--- src/rtl/nibble_feeder.sv ---
// nibble_feeder: 4-bit circular FIFO feeding a serializer through a registered
// data/valid pair. The head nibble is prefetched into `data`; each rising edge
// of `ack` consumes the presented nibble and loads the next one.
// Optional build macro NIBBLE_FEEDER_STAT_EN enables saturating overflow and
// underflow event counters; without it ovf_cnt/udf_cnt are tied to zero.
module nibble_feeder #(
  parameter int DEPTH_LOG2 = 3
) (
  input  logic                  sclk,
  input  logic                  rst,
  input  logic                  wr_en,
  input  logic [3:0]            wr_data,
  input  logic                  ack,
  output logic [3:0]            data,
  output logic                  valid,
  output logic                  full,
  output logic                  empty,
  output logic [DEPTH_LOG2:0]   count,
  output logic                  ovf_pulse,
  output logic                  udf_pulse,
  output logic [7:0]            ovf_cnt,
  output logic [7:0]            udf_cnt
);

  localparam int DEPTH = 1 << DEPTH_LOG2;
  localparam logic [DEPTH_LOG2:0] FULL_CNT = {1'b1, {DEPTH_LOG2{1'b0}}};

  typedef enum logic {
    S_EMPTY = 1'b0,
    S_VALID = 1'b1
  } state_t;

  state_t                state_reg, state_next;
  logic [DEPTH_LOG2-1:0] wr_ptr_reg, rd_ptr_reg;
  logic [DEPTH_LOG2:0]   count_reg, count_next;
  logic [3:0]            data_reg;
  logic                  ack_d_reg;
  logic                  armed_reg;
  logic                  ovf_pulse_reg, udf_pulse_reg;
  logic [3:0]            mem [DEPTH];

  logic ack_rise;
  logic fifo_nonempty;
  logic fifo_full;
  logic pop;
  logic push;
  logic ovf_next;
  logic udf_next;

  // Request detection; armed_reg blocks a rise until ack has been seen low
  // after reset, so an ack held high across reset release is not a request.
  always_comb begin
    ack_rise      = ack & ~ack_d_reg & armed_reg;
    fifo_nonempty = (count_reg != '0);
    fifo_full     = (count_reg == FULL_CNT);
  end

  // Next-state logic: prefetch when idle, advance on request when presenting.
  always_comb begin
    state_next = state_reg;
    pop        = 1'b0;
    udf_next   = 1'b0;
    case (state_reg)
      S_EMPTY: begin
        if (ack_rise) begin
          udf_next = 1'b1;
        end
        if (fifo_nonempty) begin
          pop        = 1'b1;
          state_next = S_VALID;
        end
      end
      S_VALID: begin
        if (ack_rise) begin
          if (fifo_nonempty) begin
            pop = 1'b1;
          end else begin
            state_next = S_EMPTY;
          end
        end
      end
      default: state_next = S_EMPTY;
    endcase
  end

  // Write acceptance: a full FIFO still takes a write when a pop frees a slot.
  always_comb begin
    push       = wr_en & (~fifo_full | pop);
    ovf_next   = wr_en & fifo_full & ~pop;
    count_next = count_reg + {{DEPTH_LOG2{1'b0}}, push} - {{DEPTH_LOG2{1'b0}}, pop};
  end

  // FSM state register.
  always_ff @(posedge sclk or negedge rst) begin
    if (!rst) begin
      state_reg <= S_EMPTY;
    end else begin
      state_reg <= state_next;
    end
  end

  // Pointers, occupancy, presented nibble, request edge tracking and strobes.
  always_ff @(posedge sclk or negedge rst) begin
    if (!rst) begin
      wr_ptr_reg    <= '0;
      rd_ptr_reg    <= '0;
      count_reg     <= '0;
      data_reg      <= 4'h0;
      ack_d_reg     <= 1'b0;
      armed_reg     <= 1'b0;
      ovf_pulse_reg <= 1'b0;
      udf_pulse_reg <= 1'b0;
    end else begin
      ack_d_reg     <= ack;
      armed_reg     <= armed_reg | ~ack;
      ovf_pulse_reg <= ovf_next;
      udf_pulse_reg <= udf_next;
      count_reg     <= count_next;
      if (push) begin
        wr_ptr_reg <= wr_ptr_reg + 1'b1;
      end
      if (pop) begin
        rd_ptr_reg <= rd_ptr_reg + 1'b1;
        data_reg   <= mem[rd_ptr_reg];
      end
    end
  end

  // Storage array; contents are don't-care after reset, so no reset here.
  always_ff @(posedge sclk) begin
    if (push) begin
      mem[wr_ptr_reg] <= wr_data;
    end
  end

`ifdef NIBBLE_FEEDER_STAT_EN
  logic [7:0] ovf_cnt_reg, udf_cnt_reg;

  // Saturating error counters, advanced in the same edge that raises the strobe.
  always_ff @(posedge sclk or negedge rst) begin
    if (!rst) begin
      ovf_cnt_reg <= 8'h00;
      udf_cnt_reg <= 8'h00;
    end else begin
      if (ovf_next && (ovf_cnt_reg != 8'hFF)) begin
        ovf_cnt_reg <= ovf_cnt_reg + 8'h01;
      end
      if (udf_next && (udf_cnt_reg != 8'hFF)) begin
        udf_cnt_reg <= udf_cnt_reg + 8'h01;
      end
    end
  end

  assign ovf_cnt = ovf_cnt_reg;
  assign udf_cnt = udf_cnt_reg;
`else
  assign ovf_cnt = 8'h00;
  assign udf_cnt = 8'h00;
`endif

  assign data      = data_reg;
  assign valid     = (state_reg == S_VALID);
  assign full      = fifo_full;
  assign empty     = ~fifo_nonempty;
  assign count     = count_reg;
  assign ovf_pulse = ovf_pulse_reg;
  assign udf_pulse = udf_pulse_reg;

endmodule

--- config.mk ---
export PLATFORM = sky130hd
export DESIGN_NAME = nibble_feeder
export DESIGN_NICKNAME = d
export VERILOG_FILES = /design/src/rtl/nibble_feeder.sv
export SDC_FILE = /design/constraint.sdc
export NUM_CORES = 1
export LEC_CHECK = 0
export ABC_AREA = 1
export CAP_MARGIN = 5
export CORE_MARGIN = 8
export CORE_UTILIZATION = 30
export CTS_CLUSTER_SIZE = 30
export DETAILED_ROUTE_END_ITERATION = 12
export PLACE_DENSITY_LB_ADDON = 0.2
export SETUP_SLACK_MARGIN = 0.02
export SLEW_MARGIN = 30
export SYNTH_ARGS = -nofsm -noshare
export SYNTH_HDL_FRONTEND = slang
export SYNTH_SLANG_ARGS = --single-unit
--- constraint.sdc ---
create_clock -name sclk -period 2.1 [get_ports sclk]
set_input_delay 0.21 -clock sclk [delete_from_list [all_inputs] [get_ports sclk]]
set_output_delay 0.21 -clock sclk [all_outputs]
set_load 0.005 [all_outputs]
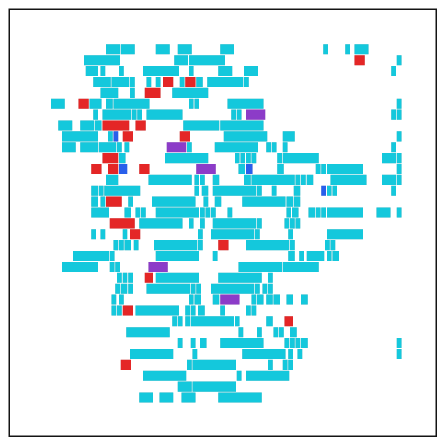
*Sizing map*
Drawn at 4 px/µm.
| color | size | cells | share |
|---|---|---|---|
| purple | x6 and larger | 5 | 1.8% |
| red | x3 and x4 | 21 | 7.4% |
| cyan | x1 and smaller | 254 | 89% |
| blue | x2 | 4 | 1.4% |

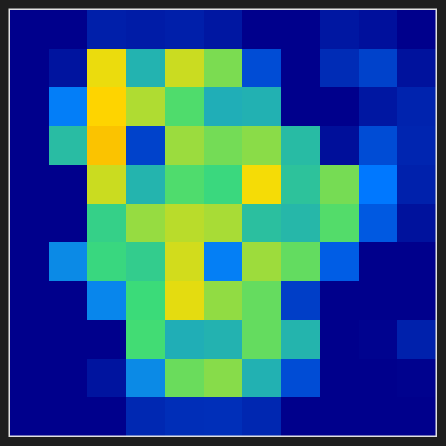
*Placement density heat map*
Drawn at 4 px/µm. 11 x 11 tiles, from dark blue (low) to red (high), 0 to 100% covered.
densest ninth of the die: center
tiles over 75% full: 1.7%
emptiest ninth of the die: south-east

==> notes.md <==
yosys + openroad results -> Post-synth ARST share=0.373, TritonCTS buffer count=5, EDFF count, synth=32, final WL=4700 µm, Hold WC Path Type=primary input to async pin, Crit path arrival time=2160 ps, clock sink count=51, fin crit period=1950 ps, crit share post-route=0.931, Syn-to-layout area delta=17.2%, I/O pin cnt=37, Tot Pwr=0.00338 W, Clock Tree Buf Depth=2, pwr dens=1180 mW/mm², worst r2r path cells=11, Chip Area, Yosys=0.00245 mm², Layout Nets=299, critical path capture point type=flop, CTS root buf=clkbuf_8, clk slew on worst S/H paths=100 ps, mapped cell area=0.00245 mm², Post-route DRC=0, DR iter-0 viols=95, max FFs per register=32, Setup WS pre-CTS=-32.3 ps, PnR worst setup slack=146 ps, CP endpoint=count[2], outcome=finished clean, AND-OR/OR-AND share of the synthesized area=0.00408
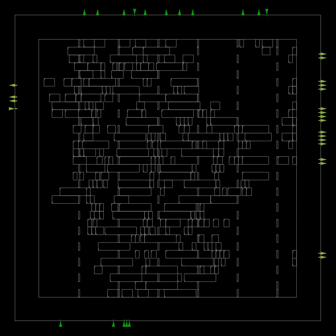
*Cell outlines without signal wires*
Util after Layout: 0.357
Cell Rows: 33
Non-Filler Instances: 389
Seq area share: 0.500

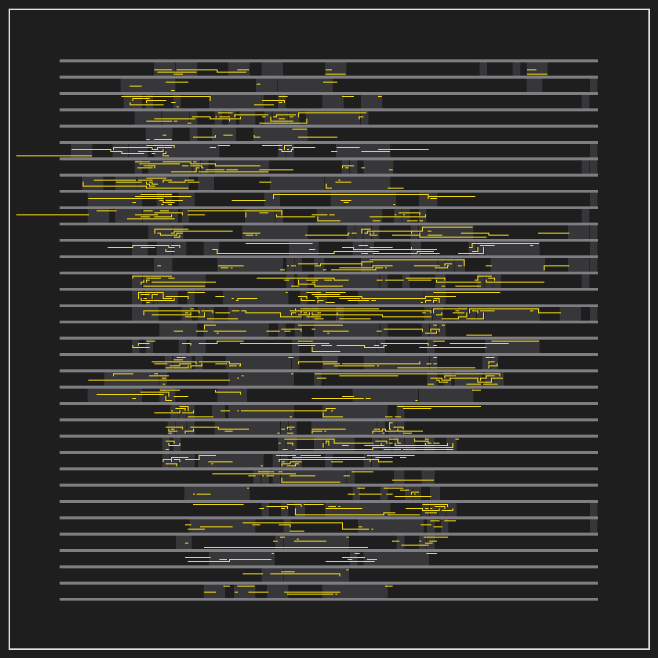
*The metal 1 layer*
Drawn at 6 px/µm. Supply wires on this layer in gray.
main direction: horizontal
nets with wire on the layer: 259

## cells in the final DEF, fill, tap and decap left out
cell and count:
nand2_1 70, inv_1 36, nand3_1 33, edfxtp_1 32, clkdlybuf4s50_1 20, dfrtp_1 19
conb_1 16, buf_4 14, nor2_1 12, ha_1 7, clkbuf_8 5, nand2_4 3
xnor2_1 2, inv_2 2, inv_4 2, xor2_1 2, nor3b_4 1, nor2_2 1
a21oi_1 1, nand3_4 1, clkinv_1 1, o21ai_0 1, fa_1 1, clkbuf_1 1
clkinv_2 1
## final cells by class
type,instances,area share
Sequential cell,51,0.500
Inverter,40,0.0532
Multi-Input combinational cell,151,0.265
Tap cell,105,0.0458
Clock buffer,6,0.0253
Clock inverter,2,0.00392
Timing Repair Buffer,34,0.106
## metal layers
metal / wire, µm / part of all wire
met5: 0 / 0
met4: 115 / 0.024
met2: 2230 / 0.48
met3: 253 / 0.054
met1: 2100 / 0.45
## worst min path at each step
stage           from       endpoint  slack [ps]  cells past startpoint
2_1_floorplan    rst      ack_d_reg         -90                      0
3_3_place_gp   valid      udf_pulse         450                      1
3_5_place_dp   valid      udf_pulse         440                      1
4_1_cts          rst      ack_d_reg         250                      2
5_1_grt          rst      udf_pulse         240                      2
6_report         rst  rd_ptr_reg[2]         240                      2
## cell families (layout without fill, tap and decap cells)
family / Yosys count / after routing
AND/OR/NAND/NOR: 121 / 121
AND-OR/OR-AND: 2 / 2
adder cells (fa/ha/maj): 8 / 8
other: 1 / 16
XOR/XNOR: 4 / 4
flip-flops: 51 / 51
buffers and inverters: 61 / 82
## power breakdown
part / internal, W / leakage, nW / total [W] / switching, W
sequential: 0.00130 / 0.517 / 0.00154 / 0.000239
combinational: 0.000606 / 0.767 / 0.00129 / 0.000685
clock: 0.000235 / 0.0455 / 0.000556 / 0.000321
total: 0.00214 / 1.33 / 0.00338 / 0.00125
## timing repair
action | in CTS | in global routing
setup buffers | 0 | 2
resized | 0 | 1
setup endpoints to repair | 0 | 3
## through the flow
step / instances / hold WS (ps) / TNS (ps)
after floorplan: 263 / -85.6 / 0
after global placement: 379 / 445 / 0
after detailed placement: 379 / 442 / -59.9
after CTS: 387 / 248 / 0
after global routing: 389 / 243 / 0
final: 389 / 242 / 0
## critical path, stage by stage, from the launching register on
cell     delay [ps]
dfrtp_1         360
inv_1            70
ha_1            200
nor3b_4         150
buf_4           150
nand2_4          60
nand3_1          60
nand2_1          70
ha_1            160
inv_1            60
fa_1            370
xnor2_1         140
No activity file was given, so power comes from the tool's default toggle rates.
